The metal 1 layer:
The bar under the picture is 20 µm long.
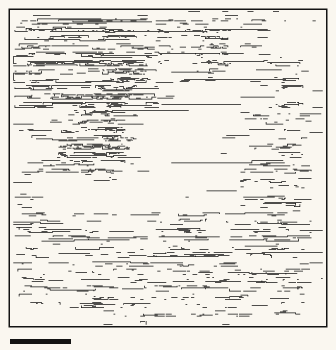
Metal 2:
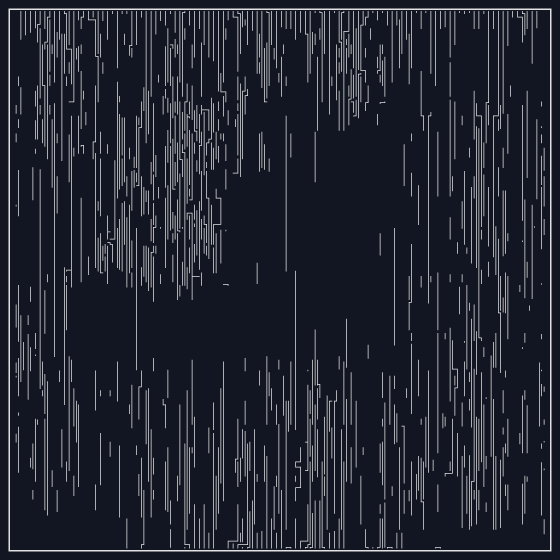
### src/rtl/obi_pkg.sv
// obi_pkg: OBI request/response bundles shared by bus masters, slaves and the watchdog.
package obi_pkg;
    typedef struct packed {
        logic        req;
        logic [31:0] addr;
        logic        we;
        logic [3:0]  be;
        logic [31:0] wdata;
    } obi_req_t;

    typedef struct packed {
        logic        gnt;
        logic        rvalid;
        logic [31:0] rdata;
    } obi_resp_t;
endpackage

### src/rtl/obi_wdog_pkg.sv
// obi_wdog_pkg: watchdog FSM state encoding and default error read data.
package obi_wdog_pkg;
    typedef enum logic [2:0] {
        IDLE,
        WAIT_GNT,
        WAIT_RVALID,
        ERR_RESP,
        FLUSH
    } wdog_state_e;

    localparam logic [31:0] ERR_RDATA_DEFAULT = 32'hBADCAB1E;
endpackage

### src/rtl/obi_periph_watchdog.sv
// obi_periph_watchdog: single-outstanding OBI stall watchdog that answers hung peripheral transactions with ERR_RDATA.
// Optional saturating timeout counter on err_count_o is enabled by defining OBI_WDOG_ERR_COUNT_EN.
module obi_periph_watchdog
    import obi_pkg::*;
    import obi_wdog_pkg::*;
#(
    parameter int unsigned TIMEOUT_CYCLES = 1024,
    parameter logic [31:0] ERR_RDATA      = ERR_RDATA_DEFAULT
) (
    input  logic        clk_i,
    input  logic        rst_ni,
    input  obi_req_t    slave_req_i,
    output obi_resp_t   slave_resp_o,
    output obi_req_t    periph_req_o,
    input  obi_resp_t   periph_resp_i,
    output logic        timeout_intr_o,
    output logic [31:0] err_addr_o,
    output logic [15:0] err_count_o
);
    localparam int unsigned CW = $clog2(TIMEOUT_CYCLES);
    localparam logic [CW-1:0] LAST = CW'(TIMEOUT_CYCLES - 1);

    wdog_state_e   state_q, state_d;
    logic [CW-1:0] cnt_q;
    logic [31:0]   addr_q, err_addr_q;
    logic          flush_q, intr_q;
    logic          fwd, last, to_gnt, pass_rv, counting;

    assign fwd      = state_q == IDLE || state_q == WAIT_GNT;
    assign last     = cnt_q == LAST;
    assign to_gnt   = state_q == WAIT_GNT && !periph_resp_i.gnt && last;
    assign pass_rv  = state_q == WAIT_RVALID && periph_resp_i.rvalid;
    assign counting = state_q == WAIT_GNT || state_q == WAIT_RVALID || state_q == FLUSH;

    always_comb begin
        periph_req_o        = slave_req_i;
        periph_req_o.req    = slave_req_i.req && fwd && !to_gnt;
        slave_resp_o.gnt    = (fwd && periph_resp_i.gnt) || to_gnt;
        slave_resp_o.rvalid = pass_rv || state_q == ERR_RESP;
        slave_resp_o.rdata  = pass_rv ? periph_resp_i.rdata : (state_q == ERR_RESP ? ERR_RDATA : '0);
    end

    // Peripheral gnt/rvalid is tested before the timeout so it wins a same-cycle tie.
    always_comb begin
        state_d = state_q;
        unique case (state_q)
            IDLE:        if (slave_req_i.req) state_d = periph_resp_i.gnt ? WAIT_RVALID : WAIT_GNT;
            WAIT_GNT:    state_d = periph_resp_i.gnt ? WAIT_RVALID : (last ? ERR_RESP : WAIT_GNT);
            WAIT_RVALID: state_d = periph_resp_i.rvalid ? IDLE : (last ? ERR_RESP : WAIT_RVALID);
            ERR_RESP:    state_d = flush_q ? FLUSH : IDLE;
            FLUSH:       state_d = (periph_resp_i.rvalid || last) ? IDLE : FLUSH;
            default:     state_d = IDLE;
        endcase
    end

    always_ff @(posedge clk_i or negedge rst_ni) begin
        if (!rst_ni) begin
            state_q    <= IDLE;
            cnt_q      <= '0;
            addr_q     <= '0;
            err_addr_q <= '0;
            flush_q    <= 1'b0;
            intr_q     <= 1'b0;
        end else begin
            state_q <= state_d;
            cnt_q   <= (state_d != state_q) ? '0 : (counting ? cnt_q + CW'(1) : cnt_q);
            if (state_q == IDLE && slave_req_i.req) addr_q <= slave_req_i.addr;
            if (state_d == ERR_RESP) flush_q <= state_q == WAIT_RVALID;
            intr_q <= state_d == ERR_RESP;
            if (state_q == ERR_RESP) err_addr_q <= addr_q;
        end
    end

    assign timeout_intr_o = intr_q;
    assign err_addr_o     = err_addr_q;

`ifdef OBI_WDOG_ERR_COUNT_EN
    logic [15:0] err_cnt_q;

    always_ff @(posedge clk_i or negedge rst_ni) begin
        if (!rst_ni) err_cnt_q <= '0;
        else if (state_q == ERR_RESP && err_cnt_q != 16'hFFFF) err_cnt_q <= err_cnt_q + 16'd1;
    end

    assign err_count_o = err_cnt_q;
`else
    assign err_count_o = '0;
`endif
endmodule

### config.mk
export PLATFORM = sky130hd
export DESIGN_NAME = obi_periph_watchdog
export DESIGN_NICKNAME = d
export VERILOG_FILES = /design/src/rtl/obi_pkg.sv /design/src/rtl/obi_wdog_pkg.sv /design/src/rtl/obi_periph_watchdog.sv
export SDC_FILE = /design/constraint.sdc
export NUM_CORES = 1
export LEC_CHECK = 0
export CAP_MARGIN = 20
export CORE_UTILIZATION = 41
export CTS_BUF_LIST = sky130_fd_sc_hd__clkbuf_4
export DETAILED_ROUTE_END_ITERATION = 10
export GPL_TIMING_DRIVEN = 1
export HOLD_SLACK_MARGIN = 0.03
export PLACE_DENSITY = 0.92
export SETUP_SLACK_MARGIN = 0.4
export SLEW_MARGIN = 5
export SYNTH_ARGS = -nofsm -noshare
export SYNTH_HDL_FRONTEND = slang
export SYNTH_SLANG_ARGS = --single-unit
export TNS_END_PERCENT = 10
### constraint.sdc
create_clock -name clk_i -period 5.5 [get_ports clk_i]
set_input_delay 1.1 -clock clk_i [delete_from_list [all_inputs] [get_ports clk_i]]
set_output_delay 1.1 -clock clk_i [all_outputs]
set_load 0.005 [all_outputs]
==> results.py <==
# Flow results
metrics = {
    "run_status": {
        "status": "completed",
    },
    "synthesis": {
        "synthCells": 378,
        "yosys_area_um2": 4180,
        "yosysUniqueCellTypes": 40,
        "most_common_cell": "buf_4",
        "synth.cellmix.xorXnorShare": 0.0105,
        "top_cells_by_count": "85 x buf_4, 79 x dfrtp_1, 64 x mux2_1",
        "edf_count": 0,
        "ys_warn_count": 0,
    },
    "power_and_ir_drop": {
        "p_clk_mw": 0.355,
        "ir_drop_mv": 0.156,
        "p_leak_nw": 2.39,
    },
    "setup_path": {
        "cp_num_cells": 5,
        "r2r_start": "state_q[1]$_DFF_PN0_",
        "crit_start": "periph_resp_i[32]",
        "crit_fanout": 33,
        "reg2reg_depth": 4,
        "worst-path-buf-inv": 2,
    },
    "clock_tree": {
        "cts_buffers": 9,
    },
    "layout": {
        "postLayoutCoreUtil": 0.569,
        "seq_cells": 79,
        "syn_to_final_growth_pct": 33.5,
    },
    "floorplanning": {
        "dieArea_um2": 10600,
        "num_rows": 36,
    },
}
-- 'the metal 1 layer' (at the start) --
main direction	horizontal
wire length on this layer	3680 µm
share of all routed wire	38%
nets with wire on the layer	475
longest straight run	33.1 µm
total wire length: 9.60 mm
GRT met1 Usage: 0.210
total number of vias: 2948

-- 'metal 2' (at the start) --
share of all routed wire	55%
main direction	vertical
nets with wire on the layer	529
wire length on this layer	5260 µm
longest straight run	48.3 µm
grt met2 use: 0.319

